Run 1, clock network drawn from the DEF:
Scale bar: 20 um.
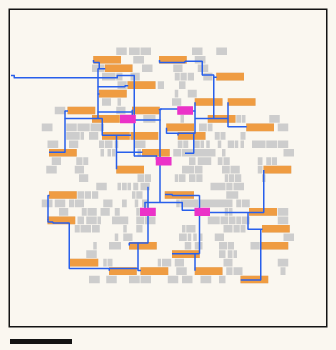
Run 1, clock routing:
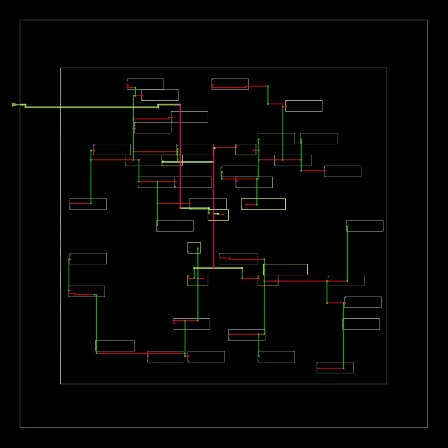
Run 1, cell sizes after repair:
Scale bar: 20 um.
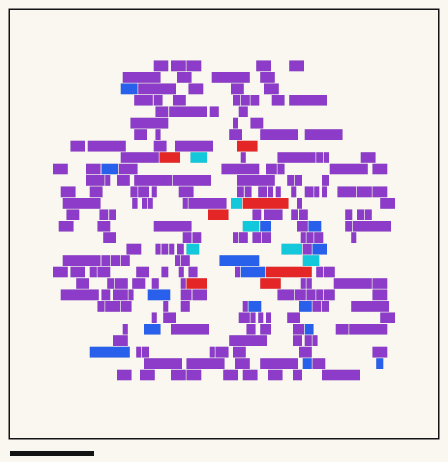
$ cat config.mk
export PLATFORM = sky130hd
export DESIGN_NAME = vga_timing_gen
export DESIGN_NICKNAME = d
export VERILOG_FILES = /design/src/rtl/vga_pkg.sv /design/src/rtl/pixel_clk_en.sv /design/src/rtl/vga_timing_gen.sv
export SDC_FILE = /design/constraint.sdc
export NUM_CORES = 1
export LEC_CHECK = 0
export CAP_MARGIN = 20
export CORE_MARGIN = 10
export CORE_UTILIZATION = 30
export DETAILED_ROUTE_END_ITERATION = 16
export GPL_TIMING_DRIVEN = 1
export HOLD_SLACK_MARGIN = 0.05
export PLACE_DENSITY_LB_ADDON = 0.08
export SLEW_MARGIN = 10
export SYNTH_ARGS = -nofsm -noshare
export SYNTH_HDL_FRONTEND = slang
export SYNTH_HIERARCHICAL = 1
export SYNTH_SLANG_ARGS = --single-unit
$ cat constraint.sdc
create_clock -name CLK -period 6.7 [get_ports CLK]
set_input_delay 1.34 -clock CLK [delete_from_list [all_inputs] [get_ports CLK]]
set_output_delay 1.34 -clock CLK [all_outputs]
set_load 0.05 [all_outputs]
$ cat src/rtl/vga_pkg.sv
// Shared VGA raster timing: default 640x480@60 constants, derived totals and sync windows,
// plus a timing-struct so alternate modes can be described as a single constant later.
package vga_pkg;

  localparam int unsigned COUNTER_W = 10;
  localparam int unsigned MAX_TOTAL = 1 << COUNTER_W;

  localparam int unsigned DEF_CLK_DIV  = 2;
  localparam int unsigned DEF_H_ACTIVE = 640;
  localparam int unsigned DEF_H_FP     = 16;
  localparam int unsigned DEF_H_SYNC   = 96;
  localparam int unsigned DEF_H_BP     = 48;
  localparam int unsigned DEF_V_ACTIVE = 480;
  localparam int unsigned DEF_V_FP     = 10;
  localparam int unsigned DEF_V_SYNC   = 2;
  localparam int unsigned DEF_V_BP     = 33;
  localparam int unsigned DEF_SYNC_POL = 0;

  localparam int unsigned DEF_H_TOTAL = DEF_H_ACTIVE + DEF_H_FP + DEF_H_SYNC + DEF_H_BP;
  localparam int unsigned DEF_V_TOTAL = DEF_V_ACTIVE + DEF_V_FP + DEF_V_SYNC + DEF_V_BP;

  // Sync windows are half-open: [START, END)
  localparam int unsigned DEF_HS_START = DEF_H_ACTIVE + DEF_H_FP;
  localparam int unsigned DEF_HS_END   = DEF_HS_START + DEF_H_SYNC;
  localparam int unsigned DEF_VS_START = DEF_V_ACTIVE + DEF_V_FP;
  localparam int unsigned DEF_VS_END   = DEF_VS_START + DEF_V_SYNC;

  typedef struct packed {
    logic [COUNTER_W-1:0] active;
    logic [COUNTER_W-1:0] fp;
    logic [COUNTER_W-1:0] sync;
    logic [COUNTER_W-1:0] bp;
  } axis_timing_t;

  typedef struct packed {
    axis_timing_t h;
    axis_timing_t v;
    logic         sync_pol;
  } vga_timing_t;

  localparam vga_timing_t VGA_640X480_60 = '{
    h: '{active: COUNTER_W'(DEF_H_ACTIVE), fp: COUNTER_W'(DEF_H_FP),
         sync: COUNTER_W'(DEF_H_SYNC), bp: COUNTER_W'(DEF_H_BP)},
    v: '{active: COUNTER_W'(DEF_V_ACTIVE), fp: COUNTER_W'(DEF_V_FP),
         sync: COUNTER_W'(DEF_V_SYNC), bp: COUNTER_W'(DEF_V_BP)},
    sync_pol: 1'b0
  };

  function automatic int unsigned axis_total(input axis_timing_t t);
    return int'(t.active) + int'(t.fp) + int'(t.sync) + int'(t.bp);
  endfunction

endpackage

$ cat src/rtl/pixel_clk_en.sv
// Divides CLK into a one-cycle pixel-rate strobe; pix_en is registered and high while the
// divider sits on its last count (constantly high after reset when CLK_DIV is 1).
module pixel_clk_en #(
  parameter int unsigned CLK_DIV = 2
) (
  input  logic CLK,
  input  logic RST,
  output logic pix_en
);

  localparam int unsigned DIV_W = (CLK_DIV > 1) ? $clog2(CLK_DIV) : 1;
  localparam logic [DIV_W-1:0] DIV_LAST = DIV_W'(CLK_DIV - 1);

  logic [DIV_W-1:0] div;
  logic [DIV_W-1:0] div_nxt;

  if (CLK_DIV < 1) begin : g_bad_div
    $error("pixel_clk_en: CLK_DIV must be at least 1");
  end

  always_comb begin
    div_nxt = (div == DIV_LAST) ? '0 : div + DIV_W'(1);
  end

  // Strobe is registered from the next divider value so it lines up with div==CLK_DIV-1
  always_ff @(posedge CLK or negedge RST) begin
    if (!RST) begin
      div    <= '0;
      pix_en <= 1'b0;
    end else begin
      div    <= div_nxt;
      pix_en <= (div_nxt == DIV_LAST);
    end
  end

endmodule

$ cat src/rtl/vga_timing_gen.sv
// VGA raster generator: pixel divider, h/v counters, sync pulses and blanking flags.
// Every output is a flop; decodes use next counter values so they stay aligned with row/col.
module vga_timing_gen
  import vga_pkg::*;
#(
  parameter int unsigned CLK_DIV  = DEF_CLK_DIV,
  parameter int unsigned H_ACTIVE = DEF_H_ACTIVE,
  parameter int unsigned H_FP     = DEF_H_FP,
  parameter int unsigned H_SYNC   = DEF_H_SYNC,
  parameter int unsigned H_BP     = DEF_H_BP,
  parameter int unsigned V_ACTIVE = DEF_V_ACTIVE,
  parameter int unsigned V_FP     = DEF_V_FP,
  parameter int unsigned V_SYNC   = DEF_V_SYNC,
  parameter int unsigned V_BP     = DEF_V_BP,
  parameter int unsigned SYNC_POL = DEF_SYNC_POL
) (
  input  logic                 CLK,
  input  logic                 RST,
  output logic [COUNTER_W-1:0] row,
  output logic [COUNTER_W-1:0] col,
  output logic                 hsync,
  output logic                 vsync,
  output logic                 vnotactive,
  output logic                 display_en,
  output logic                 pix_en,
  output logic                 frame_start,
  output logic [7:0]           frame_cnt
);

  localparam int unsigned H_TOTAL = H_ACTIVE + H_FP + H_SYNC + H_BP;
  localparam int unsigned V_TOTAL = V_ACTIVE + V_FP + V_SYNC + V_BP;
  localparam int unsigned CW1     = COUNTER_W + 1;

  localparam logic [COUNTER_W-1:0] H_LAST = COUNTER_W'(H_TOTAL - 1);
  localparam logic [COUNTER_W-1:0] V_LAST = COUNTER_W'(V_TOTAL - 1);

  // One extra bit so a window ending exactly at 1024 still compares correctly
  localparam logic [CW1-1:0] H_ACT    = CW1'(H_ACTIVE);
  localparam logic [CW1-1:0] V_ACT    = CW1'(V_ACTIVE);
  localparam logic [CW1-1:0] HS_START = CW1'(H_ACTIVE + H_FP);
  localparam logic [CW1-1:0] HS_END   = CW1'(H_ACTIVE + H_FP + H_SYNC);
  localparam logic [CW1-1:0] VS_START = CW1'(V_ACTIVE + V_FP);
  localparam logic [CW1-1:0] VS_END   = CW1'(V_ACTIVE + V_FP + V_SYNC);

  localparam logic SYNC_ON  = (SYNC_POL != 0);
  localparam logic SYNC_OFF = ~SYNC_ON;

  if (H_TOTAL > MAX_TOTAL) begin : g_bad_h_total
    $error("vga_timing_gen: horizontal total exceeds counter range");
  end
  if (V_TOTAL > MAX_TOTAL) begin : g_bad_v_total
    $error("vga_timing_gen: vertical total exceeds counter range");
  end

  logic                 pix_stb;
  logic                 h_last;
  logic                 frame_wrap;
  logic [COUNTER_W-1:0] h_nxt;
  logic [COUNTER_W-1:0] v_nxt;
  logic [CW1-1:0]       h_nxt_x;
  logic [CW1-1:0]       v_nxt_x;
  logic                 hs_on;
  logic                 vs_on;

  pixel_clk_en #(
    .CLK_DIV (CLK_DIV)
  ) u_pixel_clk_en (
    .CLK    (CLK),
    .RST    (RST),
    .pix_en (pix_stb)
  );

  always_comb begin
    h_last     = (col == H_LAST);
    frame_wrap = h_last && (row == V_LAST);
    h_nxt      = h_last ? '0 : col + COUNTER_W'(1);
    v_nxt      = row;
    if (h_last) begin
      v_nxt = (row == V_LAST) ? '0 : row + COUNTER_W'(1);
    end
    h_nxt_x = {1'b0, h_nxt};
    v_nxt_x = {1'b0, v_nxt};
    hs_on   = (h_nxt_x >= HS_START) && (h_nxt_x < HS_END);
    vs_on   = (v_nxt_x >= VS_START) && (v_nxt_x < VS_END);
  end

  // row/col are the counters themselves; all decodes update on the same pixel edge
  always_ff @(posedge CLK or negedge RST) begin
    if (!RST) begin
      col         <= '0;
      row         <= '0;
      hsync       <= SYNC_OFF;
      vsync       <= SYNC_OFF;
      vnotactive  <= 1'b0;
      display_en  <= 1'b0;
      frame_start <= 1'b0;
      frame_cnt   <= '0;
    end else begin
      frame_start <= 1'b0;
      if (pix_stb) begin
        col         <= h_nxt;
        row         <= v_nxt;
        hsync       <= hs_on ? SYNC_ON : SYNC_OFF;
        vsync       <= vs_on ? SYNC_ON : SYNC_OFF;
        vnotactive  <= (v_nxt_x >= V_ACT);
        display_en  <= (h_nxt_x < H_ACT) && (v_nxt_x < V_ACT);
        frame_start <= frame_wrap;
        if (frame_wrap) begin
          frame_cnt <= frame_cnt + 8'd1;
        end
      end
    end
  end

  assign pix_en = pix_stb;

endmodule

==> flow_metrics.tcl, run 1 <==
# flow metrics
set metrics [dict create \
    ff_type "dfrtp_1" \
    p_sw_frac 0.194 \
    hpwl_um 3450 \
    clock.latency.late_pin_ns 0.29 \
    viasPerCell 5.14 \
    fp.coreArea_sq_um 6420 \
    p_comb_frac 0.010 \
    grt_setup_unrepaired "no" \
    grt_pass1_vias 1602 \
    drive_gt1_frac 0.119 \
    max_stage_delay_ns 0.86 \
    syn_nets 213 \
    p_int_uw 354 \
    synthAdderAreaFrac 0.0313 \
    crit_required_ns 5.36 \
    final_area_sq_um 2500 \
    async_flop_share 1.00 \
    ys_types 49 \
    hold_viol 0 \
    final_cell_count_no_fill 313 \
    holdPathStages 1 \
    initCoreUtil 0.312 \
    ys_top_logic_family "simple AND/OR/NAND/NOR gates" \
    final_net_count 242 \
    path_depth 2 \
    xor_area_frac 0.0744 \
    power_per_cell_area_nw_per_um2 176 \
    critPathLaunchType "register" \
    grt_max_degree 35 \
    status "completed" \
    drv_slew 0 \
    drt-pass1-iter-count 4 \
    dpl.cell_count 305 \
    cts_buffer_depth 2 \
    timing.fmax_ghz 0.325 \
    tritoncts "yes" \
    yosysTopAreaCell "dfrtp_1" \
    topCellsByArea "dfrtp_1 40%, xnor2_1 5.7%, nand2_1 4.1%" \
    cpLargestDelayFamily "buffers and inverters" \
    grt-ovfl-total 0 \
    setup_viol 0 \
    irDropWorstVdd_mv 0.0734 \
]
## Picture notes: 'clock network drawn from the DEF'
[clock wires] blue | length: 556 um
[flip-flops] orange | count: 34
[cells driving clock nets] magenta | count: 5
routed clock nets: 6

## Picture notes: 'clock routing'
Sink Count: 34
clock buf count: 5

## Picture notes: 'cell sizes after repair'
| size | color | cells | share |
|---|---|---|---|
| drive 3 to 4 | cyan | 6 | 2.5% |
| drive 1 or less | purple | 208 | 88% |
| drive 2 | blue | 15 | 6.4% |
| drive 6 and up | red | 7 | 3.0% |

run 1: worst paths after layout:
path	start	end	slack [ns]
hold / removal	frame_cnt[7]	frame_cnt[7]	0.48
setup reg to reg	row[0]	display_en	4.14
min in group asynchronous	RST	row[7]	1.14
hold reg to reg	frame_cnt[7]	frame_cnt[7]	0.48
max in group asynchronous	RST	frame_cnt[5]	5.05
setup / recovery	u_pixel_clk_en/pix_en	pix_en	3.62
run 1: state kept, by name (all words and copies together), names as in the netlist:
| signal | count |
|---|---|
| hsync | 1 |
| row | 10 |
| vsync | 1 |
| vnotactive | 1 |
| frame_start | 1 |
| u_pixel_clk_en/pix_en | 1 |
| frame_cnt | 8 |
| col | 10 |
| display_en | 1 |
run 1: metal layers:
| metal | vias up | track usage | wire length [um] |
|---|---|---|---|
| met5 | - | 0 | 0 |
| met4 | 0 | 0.0341 | 72 |
| met3 | 8 | 0.0361 | 316 |
| met2 | 30 | 0.157 | 2250 |
| met1 | 761 | 0.118 | 2270 |
| li1 | 810 | - | - |
run 1: synth_stat cells (all sizes together) (2+ instances only):
cell,instances
a31oi,5
nor2,10
o21ai,11
o22ai,2
or2,2
nand2,22
nor3,2
and2,3
dfstp,2
dfrtp,32
o22a,2
and4,6
and3,7
a21oi,4
inv,7
nand2b,2
o31ai,6
ha,5
o211ai,3
xnor2,13
clkbuf,7
nand4,8
mux2,3
buf,7
xor2,4
nor4,2
nand3,11
run 1: worst reg2reg max path, cell delays in order (launching register included):
cell and delay [ns]:
dfrtp_1 0.45, inv_1 0.09, ha_1 0.14, or4b_4 0.45, nor4_1 0.61, nor4_1 0.13, o2111a_1 0.31, o32ai_1 0.28
run 1: power by group through the flow:
stage          Sequential [mW]  Combinational [mW]  Clock, mW
6_report                 0.205             0.00429      0.230
5_1_grt                  0.205             0.00523      0.250
4_1_cts                  0.205             0.00482      0.241
3_5_place_dp             0.209             0.00484          0
3_3_place_gp             0.209             0.00479          0
2_1_floorplan            0.209         0.000000441          0
run 1: cells in the final DEF (no fill, tap or decap), drive strengths merged, types with 6 or more instances in the layout:
cell	instances
clkdlybuf4s50	34
inv	7
nand3	11
o21ai	11
and4	6
nand4	8
xnor2	13
nand2	22
o31ai	6
and3	7
dfrtp	32
nor2	10
run 1: final cells by class:
cell class	count	area, sq um
clock inverter	3	68.8
timing repair buffer	36	353
inverter	7	26.3
multi-input combinational	151	1030
clock buffer	5	68.8
fill	649	3920
tap	77	96.3
sequential	34	853
run 1: per-stage QoR:
step | hold WS (ns) | total power [mW] | util | worst slack [ns]
CTS | 0.485 | 0.451 | 0.389 | 3.60
finish | 0.483 | 0.440 | 0.389 | 3.62
global route | 0.489 | 0.461 | 0.389 | 3.52
detailed placement | 0.469 | 0.214 | 0.368 | 3.93
floorplan | 0.621 | 0.209 | - | 4.15
global placement | 0.458 | 0.214 | 0.368 | 3.94
==> run 1 -> run 2 <==
clock period = 3.2 ns   (was 6.7 ns; I/O delays follow)
Run 2, zoomed window:
Window x 61 to 91, y 10 to 40 um. Cells in gray, sequential cells in the stronger gray; small squares are vias.
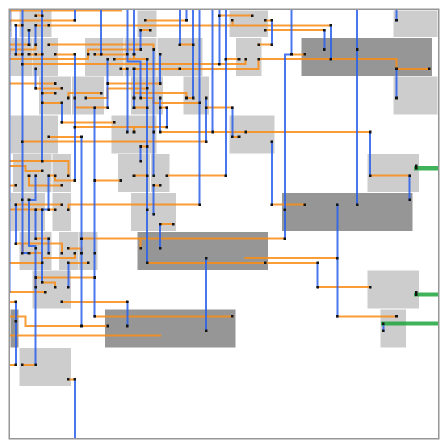
| layer | color |
|---|---|
| met3 | green |
| met2 | blue |
| met1 | orange |
most frequent: clkdlybuf4s50_1 (5), dfrtp_1 (4), nand2_1 (3)
cells with their middle in the window: 37
sequential cells in the window: 4
netlist names of flops here include: `row` (4)

Run 2, clock network drawn from the DEF:
Scale bar: 20 um.
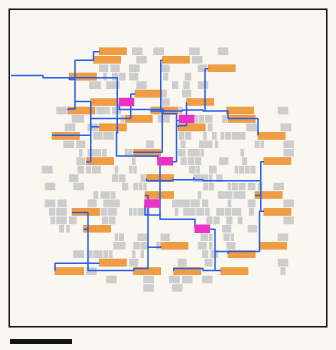
[cells driving clock nets] magenta | count: 5
[flip-flops] orange | count: 34
[clock wires] blue | length: 574 um
routed clock nets: 6

==> flow_metrics.tcl, run 2 <==
# flow metrics
set metrics [dict create \
    p_int_uw 604 \
    drt-pass1-iter-count 4 \
    drv_slew 0 \
    flop_area_sq_um 853 \
    ff_type "dfrtp_1" \
    ys_types 49 \
    rr_startpoint "row[1]" \
    initCoreUtil 0.312 \
    largestRegisters "col x10, row x10, frame_cnt x8" \
    status "completed" \
    grt_max_degree 35 \
    final_net_count 242 \
    mostFrequentLayoutCells "34 x clkdlybuf4s50_1, 32 x dfrtp_1, 22 x nand2_1" \
    async_flop_share 1.00 \
    tritoncts "yes" \
    hpwl_um 3570 \
    fp.coreArea_sq_um 6420 \
    syn_nets 213 \
    p_sw_frac 0.220 \
    fillers 637 \
    setup_viol 0 \
    setup_ws_ns 0.642 \
    logic_area_sq_um 1030 \
    timing.fmax_ghz 0.391 \
]
Run 2, clock routing:
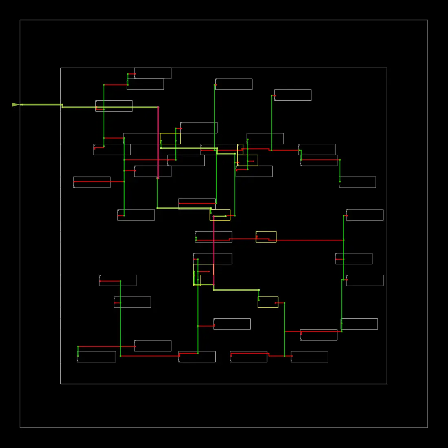
clock buf count: 7
clk latency late pin: 0.29 ns

[run 2: cell counts after synthesis]
No cell type changed its count.
[run 2: worst max path at each step]
stage                start          to  slack (ns)  cells after the start
floorplan           row[1]       vsync        0.65                      9
global placement    row[1]  display_en        0.73                      7
detailed placement  row[1]  display_en        0.70                      7
CTS                 row[1]  display_en        0.68                      7
global route        row[1]  display_en        0.45                      7
finish              row[1]  display_en        0.64                      7
[run 2: layout make-up]
class                      count  area share
clock buffer                   7      0.0352
clock inverter                 1     0.00204
inverter                       7      0.0107
multi-input combinational    151       0.421
sequential                    34       0.348
tap                           77      0.0393
timing repair buffer          36       0.144
[run 2: routing by layer]
metal  vias to the layer above  global-route usage  wire, um
met5                         -                   0         0
met3                         4              0.0334       316
met4                         0              0.0330        34
met2                        40               0.158      2320
met1                       811               0.129      2410
li1                        804                   -         -
[run 2: logic make-up (layout without fill, tap and decap cells)]
| group | count (synthesis) | after routing | share of synthesized area |
|---|---|---|---|
| and+or+nand+nor | 83 | 83 | 0.240 |
| DFF | 34 | 34 | 0.426 |
| xor gates and xnor gates | 17 | 17 | 0.0744 |
| buffers and inverters | 21 | 51 | 0.0581 |
| AOI/OAI and AO/OA | 42 | 42 | 0.148 |
| adders and majority gates | 5 | 5 | 0.0313 |
| muxes | 4 | 4 | 0.0219 |
[run 2: power groups by stage]
stage	Clock, mW	Sequential [mW]	Combinational (mW)
floorplan	0	0.438	0.000000441
global placement	0	0.438	0.0100
detailed placement	0	0.438	0.0100
CTS	0.357	0.429	0.0101
global route	0.370	0.429	0.0111
finish	0.335	0.430	0.00884
[run 2: worst max-delay path: stages, from the launching register on]
cell	delay (ns)
dfrtp_1	0.42
inv_1	0.10
ha_1	0.15
or4b_4	0.46
nor4_1	0.62
nor4_1	0.13
o2111a_1	0.31
o32ai_1	0.27
[run 2: stage by stage]
stage | util | instances | hold slack, ns
2_1_floorplan | - | 206 | 0.344
3_3_place_gp | 0.368 | 305 | 0.460
3_5_place_dp | 0.368 | 305 | 0.468
4_1_cts | 0.382 | 313 | 0.467
5_1_grt | 0.382 | 313 | 0.504
6_report | 0.382 | 313 | 0.429
No activity file was given, so power comes from the tool's default toggle rates.
